<file path="config.mk">
export PLATFORM = sky130hd
export DESIGN_NAME = esp_io_ctrl_flat
export DESIGN_NICKNAME = d
export VERILOG_FILES = /design/src/rtl/esp_io_ctrl_if.sv /design/src/rtl/esp_io_ctrl.sv /design/src/flat_wrapper.sv
export SDC_FILE = /design/constraint.sdc
export NUM_CORES = 1
export LEC_CHECK = 0
export CAP_MARGIN = 20
export CORE_MARGIN = 10
export CORE_UTILIZATION = 30
export DETAILED_ROUTE_END_ITERATION = 10
export GPL_ROUTABILITY_DRIVEN = 0
export SETUP_SLACK_MARGIN = 0.15
export SKIP_LAST_GASP = 1
export SYNTH_ARGS = -nofsm -noshare
export SYNTH_HDL_FRONTEND = slang
export SYNTH_SLANG_ARGS = --single-unit
export TNS_END_PERCENT = 20
</file>
<file path="constraint.sdc">
create_clock -name clk -period 3.3 [get_ports clk]
set_input_delay 0.33 -clock clk [delete_from_list [all_inputs] [get_ports clk]]
set_output_delay 0.33 -clock clk [all_outputs]
set_load 0.02 [all_outputs]
</file>
<file path="src/rtl/esp_io_ctrl_if.sv">
// Bus bundle between the Z80 I/O side, the ESP link and esp_io_ctrl.
//
// Handshakes:
//   - TX link (valid/ready): a word moves when tx_valid && tx_ready are both
//     high at the rising clock edge. While tx_valid is high and tx_ready is
//     low, tx_data holds steady. tx_valid never waits for tx_ready.
//   - RX link: rx_valid is a one-cycle push strobe with no back-pressure.
//   - I/O: io_wren and io_rden are one-cycle strobes qualified by io_addr.
//     io_rddata is combinational from io_addr.
interface esp_io_ctrl_if;
  logic [7:0] io_addr;
  logic [7:0] io_wrdata;
  logic       io_wren;
  logic       io_rden;
  logic [7:0] io_rddata;
  logic [8:0] tx_data;
  logic       tx_valid;
  logic       tx_ready;
  logic [7:0] rx_data;
  logic       rx_valid;

  // Driver side: the Z80 host and the ESP link together.
  modport master (
    output io_addr, io_wrdata, io_wren, io_rden, tx_ready, rx_data, rx_valid,
    input  io_rddata, tx_data, tx_valid
  );

  // Controller side.
  modport slave (
    input  io_addr, io_wrdata, io_wren, io_rden, tx_ready, rx_data, rx_valid,
    output io_rddata, tx_data, tx_valid
  );
endinterface

</file>
<file path="src/rtl/esp_io_ctrl.sv">
// ESP I/O controller: a Z80 I/O port pair (F4 = STATUS/control,
// F5 = DATA) bridging an RX byte FIFO (ESP -> Z80) and a TX FIFO
// (Z80 -> ESP). Each TX word carries a start-of-frame flag in bit 8.
module esp_io_ctrl #(
  parameter int DEPTH_LOG2 = 4
) (
  input  logic         clk,
  input  logic         reset_n,
  esp_io_ctrl_if.slave bus
);
  localparam int DEPTH = 1 << DEPTH_LOG2;
  localparam int CNT_W = DEPTH_LOG2 + 1;
  localparam logic [CNT_W-1:0] CNT_FULL = CNT_W'(DEPTH);
  localparam logic [7:0] ADDR_STATUS = 8'hF4;
  localparam logic [7:0] ADDR_DATA   = 8'hF5;

  // FIFO storage is not reset; pointers and counts alone define validity.
  logic [7:0] rx_mem [DEPTH];
  logic [8:0] tx_mem [DEPTH];

  logic [DEPTH_LOG2-1:0] rx_wr_ptr_q, rx_wr_ptr_d, rx_rd_ptr_q, rx_rd_ptr_d;
  logic [DEPTH_LOG2-1:0] tx_wr_ptr_q, tx_wr_ptr_d, tx_rd_ptr_q, tx_rd_ptr_d;
  logic [CNT_W-1:0]      rx_count_q, rx_count_d, tx_count_q, tx_count_d;
  logic                  sof_pend_q, sof_pend_d;
  logic                  rx_ovf_q, rx_ovf_d;

  logic sel_status, sel_data;
  logic rx_empty, rx_full, tx_empty, tx_full;
  logic rx_pop, rx_push, rx_drop, rx_flush, ovf_clr, tx_pop, tx_push;

  assign sel_status = (bus.io_addr == ADDR_STATUS);
  assign sel_data   = (bus.io_addr == ADDR_DATA);
  assign rx_empty   = (rx_count_q == '0);
  assign rx_full    = (rx_count_q == CNT_FULL);
  assign tx_empty   = (tx_count_q == '0);
  assign tx_full    = (tx_count_q == CNT_FULL);

  // Decode strobes into FIFO events; a pop frees the slot a same-cycle push needs.
  always_comb begin
    rx_flush = bus.io_wren && sel_status && bus.io_wrdata[7];
    ovf_clr  = bus.io_wren && sel_status && (bus.io_wrdata[7] || bus.io_wrdata[2]);
    rx_pop   = bus.io_rden && sel_data && !rx_empty;
    rx_push  = bus.rx_valid && !rx_flush && (!rx_full || rx_pop);
    rx_drop  = bus.rx_valid && !rx_flush && rx_full && !rx_pop;
    tx_pop   = !tx_empty && bus.tx_ready;
    tx_push  = bus.io_wren && sel_data && (!tx_full || tx_pop);
  end

  // Next-state for pointers, counts and flags.
  always_comb begin
    rx_wr_ptr_d = rx_wr_ptr_q + DEPTH_LOG2'(rx_push);
    rx_rd_ptr_d = rx_rd_ptr_q + DEPTH_LOG2'(rx_pop);
    rx_count_d  = rx_count_q + CNT_W'(rx_push) - CNT_W'(rx_pop);
    tx_wr_ptr_d = tx_wr_ptr_q + DEPTH_LOG2'(tx_push);
    tx_rd_ptr_d = tx_rd_ptr_q + DEPTH_LOG2'(tx_pop);
    tx_count_d  = tx_count_q + CNT_W'(tx_push) - CNT_W'(tx_pop);
    sof_pend_d  = sof_pend_q;
    rx_ovf_d    = rx_ovf_q;

    // Flush empties RX by catching the read pointer up to the write pointer.
    if (rx_flush) begin
      rx_rd_ptr_d = rx_wr_ptr_q;
      rx_count_d  = '0;
      sof_pend_d  = 1'b1;
    end
    if (tx_push) begin
      sof_pend_d = 1'b0;
    end
    // A drop in the same cycle as a plain clear still records the overflow.
    if (ovf_clr) begin
      rx_ovf_d = 1'b0;
    end
    if (rx_drop) begin
      rx_ovf_d = 1'b1;
    end
  end

  // State registers with asynchronous active-low reset.
  always_ff @(posedge clk or negedge reset_n) begin
    if (!reset_n) begin
      rx_wr_ptr_q <= '0;
      rx_rd_ptr_q <= '0;
      rx_count_q  <= '0;
      tx_wr_ptr_q <= '0;
      tx_rd_ptr_q <= '0;
      tx_count_q  <= '0;
      sof_pend_q  <= 1'b0;
      rx_ovf_q    <= 1'b0;
    end else begin
      rx_wr_ptr_q <= rx_wr_ptr_d;
      rx_rd_ptr_q <= rx_rd_ptr_d;
      rx_count_q  <= rx_count_d;
      tx_wr_ptr_q <= tx_wr_ptr_d;
      tx_rd_ptr_q <= tx_rd_ptr_d;
      tx_count_q  <= tx_count_d;
      sof_pend_q  <= sof_pend_d;
      rx_ovf_q    <= rx_ovf_d;
    end
  end

  // FIFO storage writes.
  always_ff @(posedge clk) begin
    if (rx_push) begin
      rx_mem[rx_wr_ptr_q] <= bus.rx_data;
    end
    if (tx_push) begin
      tx_mem[tx_wr_ptr_q] <= {sof_pend_q, bus.io_wrdata};
    end
  end

  // I/O read mux: STATUS flags, RX head, or zero for undecoded addresses.
  always_comb begin
    bus.io_rddata = 8'h00;
    if (sel_status) begin
      bus.io_rddata = {5'b0, rx_ovf_q, tx_full, !rx_empty};
    end else if (sel_data && !rx_empty) begin
      bus.io_rddata = rx_mem[rx_rd_ptr_q];
    end
  end

  assign bus.tx_valid = !tx_empty;
  assign bus.tx_data  = tx_empty ? 9'h000 : tx_mem[tx_rd_ptr_q];
endmodule

</file>
<file path="src/flat_wrapper.sv">
// flat-port wrapper written by rule: the top's interface ports become plain ports
module esp_io_ctrl_flat 
#(
  parameter int DEPTH_LOG2 = 4
)
  (clk, reset_n, bus_io_addr, bus_io_wrdata, bus_io_wren, bus_io_rden, bus_tx_ready, bus_rx_data, bus_rx_valid, bus_io_rddata, bus_tx_data, bus_tx_valid);
  esp_io_ctrl_if bus_i ();
  input  logic clk;
  input  logic reset_n;
  input wire logic [$bits(bus_i.io_addr)-1:0] bus_io_addr;
  input wire logic [$bits(bus_i.io_wrdata)-1:0] bus_io_wrdata;
  input wire logic [$bits(bus_i.io_wren)-1:0] bus_io_wren;
  input wire logic [$bits(bus_i.io_rden)-1:0] bus_io_rden;
  input wire logic [$bits(bus_i.tx_ready)-1:0] bus_tx_ready;
  input wire logic [$bits(bus_i.rx_data)-1:0] bus_rx_data;
  input wire logic [$bits(bus_i.rx_valid)-1:0] bus_rx_valid;
  output wire logic [$bits(bus_i.io_rddata)-1:0] bus_io_rddata;
  output wire logic [$bits(bus_i.tx_data)-1:0] bus_tx_data;
  output wire logic [$bits(bus_i.tx_valid)-1:0] bus_tx_valid;
  assign bus_i.io_addr = bus_io_addr;
  assign bus_i.io_wrdata = bus_io_wrdata;
  assign bus_i.io_wren = bus_io_wren;
  assign bus_i.io_rden = bus_io_rden;
  assign bus_i.tx_ready = bus_tx_ready;
  assign bus_i.rx_data = bus_rx_data;
  assign bus_i.rx_valid = bus_rx_valid;
  assign bus_io_rddata = bus_i.io_rddata;
  assign bus_tx_data = bus_i.tx_data;
  assign bus_tx_valid = bus_i.tx_valid;
  esp_io_ctrl #(.DEPTH_LOG2(DEPTH_LOG2)) u_core (.clk(clk), .reset_n(reset_n), .bus(bus_i));
endmodule
</file>
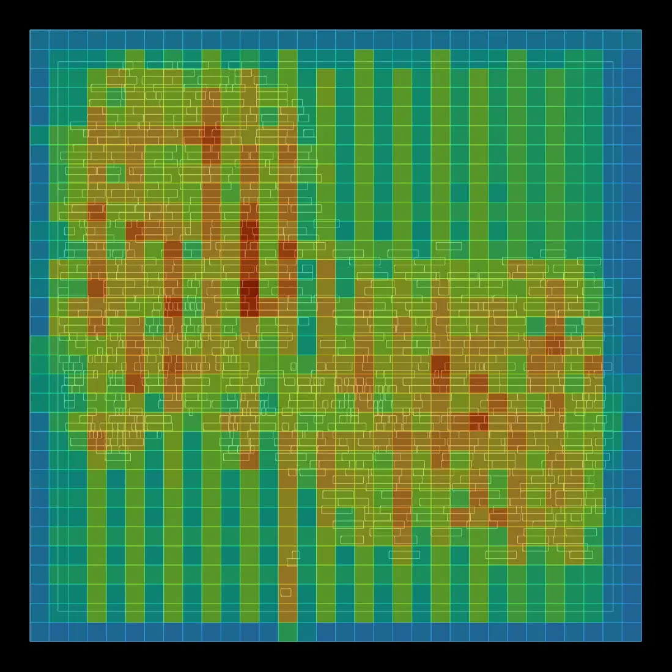
**Above:** run 1 (congestion heat map).
Final Core Density: 0.365
met3 usage: 0.0223
grt met1 use: 0.131
GRT Total Usage: 0.0987
WL/cell: 19.4 um

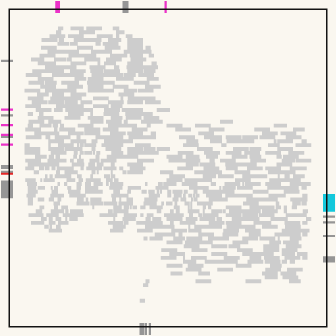
**Above:** run 1 (pin map).
Pins as bars across the die edge, other pins in gray.
| color | port | pins | direction | edge |
|---|---|---|---|---|
| magenta | `bus_rx_data` | 8 | input | 4 left, 4 top |
| cyan | `bus_tx_data` | 9 | output | right |
| red | `reset_n` | 1 | input | left |

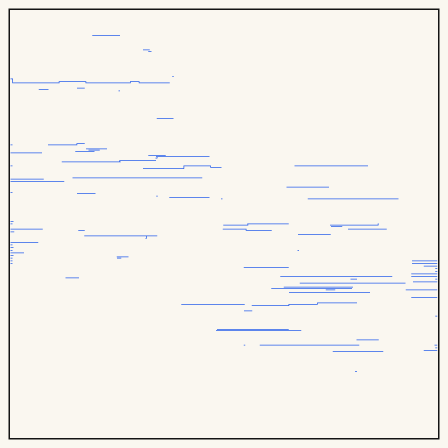
**Above:** run 1 (signal wires on met3).
nets with wire on the layer: 60
wire length on this layer: 1420 um
longest straight run: 66.7 um
share of all routed wire: 5.8%
main direction: horizontal

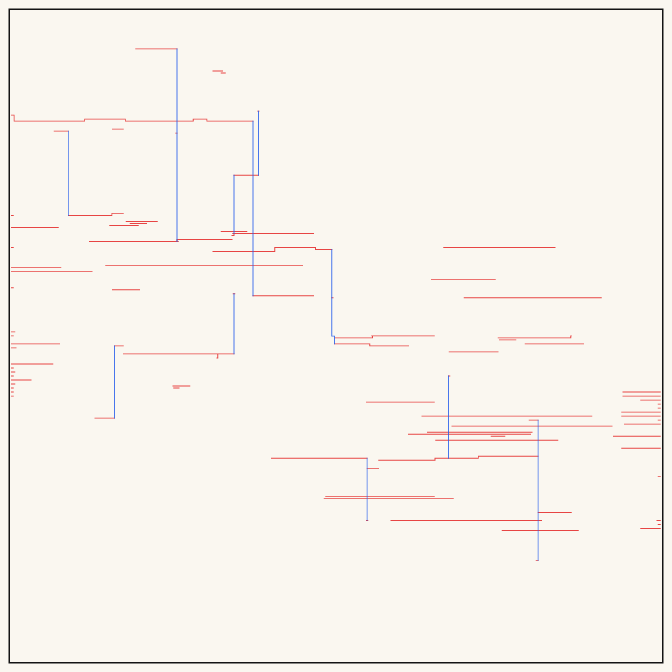
**Above:** run 1 (wiring by layer).
Two of the layers only.
| color | layer | wire length |
|---|---|---|
| red | M3 | 1420 um |
| blue | M4 | 369 um |

==> ci_impl_report.md, run 1 <==
## PnR job results

| Metric | Value |
|---|---|
| Slowest CP cell | dfrtp_1 |
| Antenna violations before repair | 0 |
| Met1 Routed Length | 10.9 mm |
| Simple-Gate Area Share | 0.0395 |
| IR drop worst, VDD | 0.000407 V |
| Finished Layout Cells | 1266 |
| Avg Cell Area, Syn | about 20 um^2 |
| Number of remaining DRC errors | 0 |
| DP HPWL | roughly 16 mm |
| Critical path depth in cells | 5 |
| Startpoint types | flip-flop |
| CP max stage delay | around 600 ps |
| Reg2Reg Setup Slack | 300 ps |
| R2r worst-path depth | 14 |
| R2r startpoint | u_core.rx_count_q[3] |
| Aoi share | 0.0213 |
| Final hold vios | 0 |
| Multiplexer share | 0.157 |
| CTS clk-pin slew, worst paths | 70 ps |
| Arr. time, crit path | 2830 ps |
| Total grt overflow | 0 |
| Top Usage Layer GRT | met2 |
| Final setup vio count | 0 |
| Critical path buffers and inverters | 1 |
| Status | finished clean |
| Clock Skew | roughly 15 ps |
| FP Core Util | 0.304 |
| Wire length on met3 | 1.42 mm |
| Clk root buf | clkbuf_16 |
| Vert. Die Dim | between 200 and 250 um |
run 1: where the power goes:
group | switching (mW) | internal [mW]
combinational | 1.32 | 1.26
sequential | 0.231 | 4.45
clock | 1.40 | 1.88
run 1: state kept, by name, indices dropped and copies added, names as in the netlist:
name                count
u_core.tx_mem         144
u_core.sof_pend_q       1
u_core.rx_wr_ptr_q      4
u_core.rx_count_q       5
u_core.tx_rd_ptr_q      4
u_core.rx_ovf_q         1
u_core.tx_wr_ptr_q      4
u_core.rx_mem         128
u_core.tx_count_q       5
u_core.rx_rd_ptr_q      4
run 1: cell type report:
type	instances	area, um^2
clock buffers	36	795
clock inverters	21	159
fillers	3759	25300
inverters	20	75.1
multi-input cells	264	3070
flip-flops and latches	300	8870
well taps	525	657
repair buffers	100	897
run 1: metrics by stage:
| step | utilization | hold WS (ps) | power [mW] | setup WS, ps | setup TNS [ps] |
|---|---|---|---|---|---|
| 4_1_cts | 0.365 | 151 | 10.7 | 26.0 | 0 |
| 2_1_floorplan | - | 34.4 | 6.44 | 493 | 0 |
| 3_3_place_gp | 0.341 | 462 | 7.35 | 259 | 0 |
| 3_5_place_dp | 0.341 | 481 | 7.39 | 207 | 0 |
| 5_1_grt | 0.365 | 189 | 11.1 | -33.0 | -94.6 |
| 6_report | 0.365 | 160 | 10.5 | 135 | 0 |
run 1: placed cells by master, fill, tap and decap left out, types with 10 or more instances in the layout:
master / n
clkdlybuf4s50_1: 41
edfxtp_1: 272
buf_4: 51
nor3_1: 10
inv_1: 20
mux2i_1: 33
o22ai_1: 14
dfrtp_1: 26
nand2_1: 12
clkbuf_16: 31
mux4_2: 68
ha_1: 20
nor2_1: 27
run 1: timing repair:
action / 4_1_cts / 5_1_grt
endpoints found under the setup margin: 17 / 16
resized: 4 / 3
hold buffers: 0 / 0
## Run 2: what changed since run 1
CORE_MARGIN = 2   (was 10)
SLEW_MARGIN = 20   (was default)
==> run 2 against run 1 <==
Compared with the run above:
- core utilization about the same
- via count down 1.1%
- clock power shrank 2%
- setup slack got worse by 36 ps
- first-iteration DRC count fell by 33%
- critical path type unchanged
- critical endpoint is now bus_io_rddata[4]
- largest cell class unchanged
==> ci_impl_report.md, run 2 <==
## PnR job results

| Metric | Value |
|---|---|
| Number of fill cells | 3762 (+0.080%) |
| Status | finished clean |
| IR drop worst, VDD | 0.000364 V (-11%) |
| Arr. time, crit path | 2870 ps (+40 ps) |
| Slowest CP cell | clkdlybuf4s50_1 |
| Most common logic cells in the final layout | edfxtp_1 (272), mux4_2 (68), buf_4 (52) |
| Fin Hold WS | 153 ps (-6.51 ps) |
| Storage cell area | 8870 um^2 (about the same) |
| Post-CTS sizing | 4 (unchanged) |
| Startpoint types | flip-flop |
| Final WS setup | 99.3 ps (-36.2 ps) |
| Reg2Reg Setup Slack | 310 ps (about the same) |
| Most flop-heavy register | u_core.tx_mem |
| CP max stage delay | 630 ps (+30 ps) |
| Total grt overflow | 0 (unchanged) |
| Clock Skew | 8.78 ps (-6.64 ps) |
| Fin Setup TNS | 0 ps (unchanged) |
| Number of remaining DRC errors | 0 (unchanged) |
| Top cell excl fill/tap | edfxtp_1 |
| FP Core Util | 0.304 (unchanged) |
| Final hold vios | 0 (unchanged) |
| Final setup vio count | 0 (unchanged) |
| Top Registers | u_core.tx_mem (144), u_core.rx_mem (128) |
| Total power | 10.5 mW (-0.47%) |
| Avg Cell Area, Syn | 19.8 um^2 (unchanged) |
| Max reg flops | 144 (unchanged) |
| Pre-CTS WS | 137 ps (-69.7 ps) |
| Vert. Die Dim | 205 um (-7.2%) |
| Finished Layout Cells | 1267 (+0.079%) |
| Logic area | 3070 um^2 (about the same) |
| Clk root buf | clkbuf_16 |
| R2r worst-path depth | 14 (unchanged) |
==> run 2: cell counts after synthesis <==
Identical to the previous run, type by type.
==> run 2: where the power goes <==
| group | switching [mW] | internal [mW] |
|---|---|---|
| Combinational | 1.26 | 1.29 |
| Sequential | 0.257 | 4.45 |
| Clock | 1.42 | 1.80 |
| Total | 2.94 | 7.54 |
==> run 2: layout make-up <==
| class | count | area share |
|---|---|---|
| sequential | 300 | 0.611 |
| multi-input combinational | 264 | 0.211 |
| timing repair buffer | 102 | 0.0636 |
| clock buffer | 40 | 0.0557 |
| tap | 525 | 0.0452 |
| clock inverter | 16 | 0.00827 |
| inverter | 20 | 0.00517 |
==> run 2: per-layer routing <==
metal,share of wire,up-vias,GRT usage
li1,-,2687,-
met1,0.46,3019,0.161
met2,0.48,106,0.190
met3,0.038,39,0.0207
met4,0.022,0,0.0293
met5,0,-,0
==> run 2: logic make-up (layout without fill, tap and decap cells) <==
family	Yosys count	after routing	share of synthesized area
flip-flops	300	300	0.732
adder cells (fa/ha/maj)	22	22	0.0240
buffers and inverters	47	178	0.0162
XOR/XNOR	14	14	0.0101
AND/OR/NAND/NOR	90	90	0.0395
multiplexers	104	104	0.157
AND-OR/OR-AND	34	34	0.0213
==> run 2: worst max-delay path by stage <==
stage | startpoint | end | depth (start not counted)
3_5_place_dp | bus_io_addr[2] | u_core.rx_count_q[4] | 12
3_3_place_gp | bus_io_addr[2] | bus_io_rddata[2] | 5
6_report | u_core.rx_count_q[2] | bus_io_rddata[4] | 7
4_1_cts | u_core.rx_rd_ptr_q[1] | bus_io_rddata[0] | 5
2_1_floorplan | u_core.rx_count_q[3] | u_core.rx_count_q[4] | 14
5_1_grt | u_core.rx_count_q[2] | bus_io_rddata[5] | 7
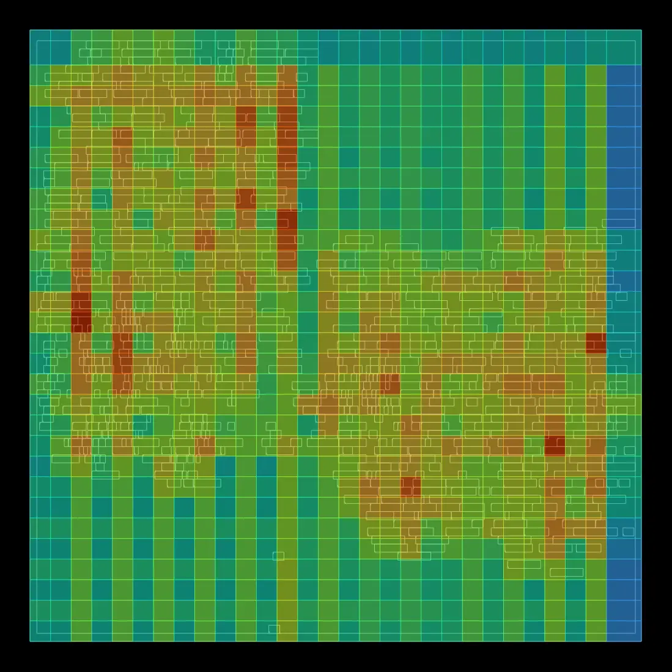
**Above:** run 2 (congestion heat map).
Final Core Density: 0.365
Top Usage Layer GRT: met2

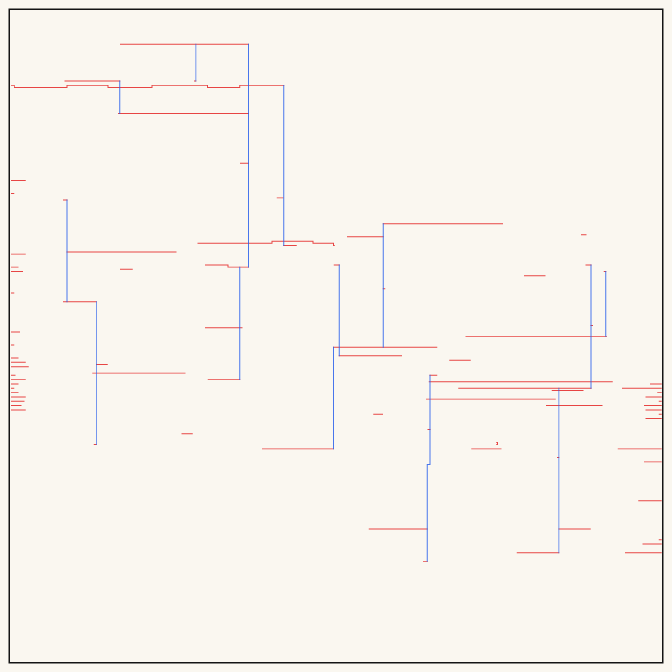
**Above:** run 2 (wiring by layer).
Two of the layers only.
| color | layer | wire length |
|---|---|---|
| red | M3 | 911 um |
| blue | M4 | 524 um |
routed via count: 5851
WL/cell: 18.8 um
GRT Total Usage: 0.116

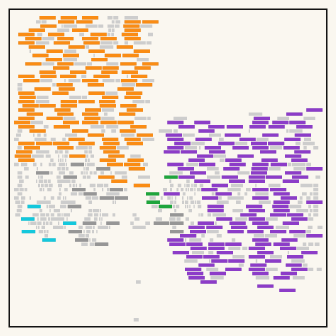
**Above:** run 2 (sequential cells colored by netlist name).
| color | netlist name | placed flops |
|---|---|---|
| purple | `u_core.tx_mem` | 144 |
| cyan | `u_core.rx_count_q` | 5 |
| orange | `u_core.rx_mem` | 128 |
| green | `u_core.tx_wr_ptr_q` | 4 |
not colored: 19

Power and IR drop assume default switching activity.
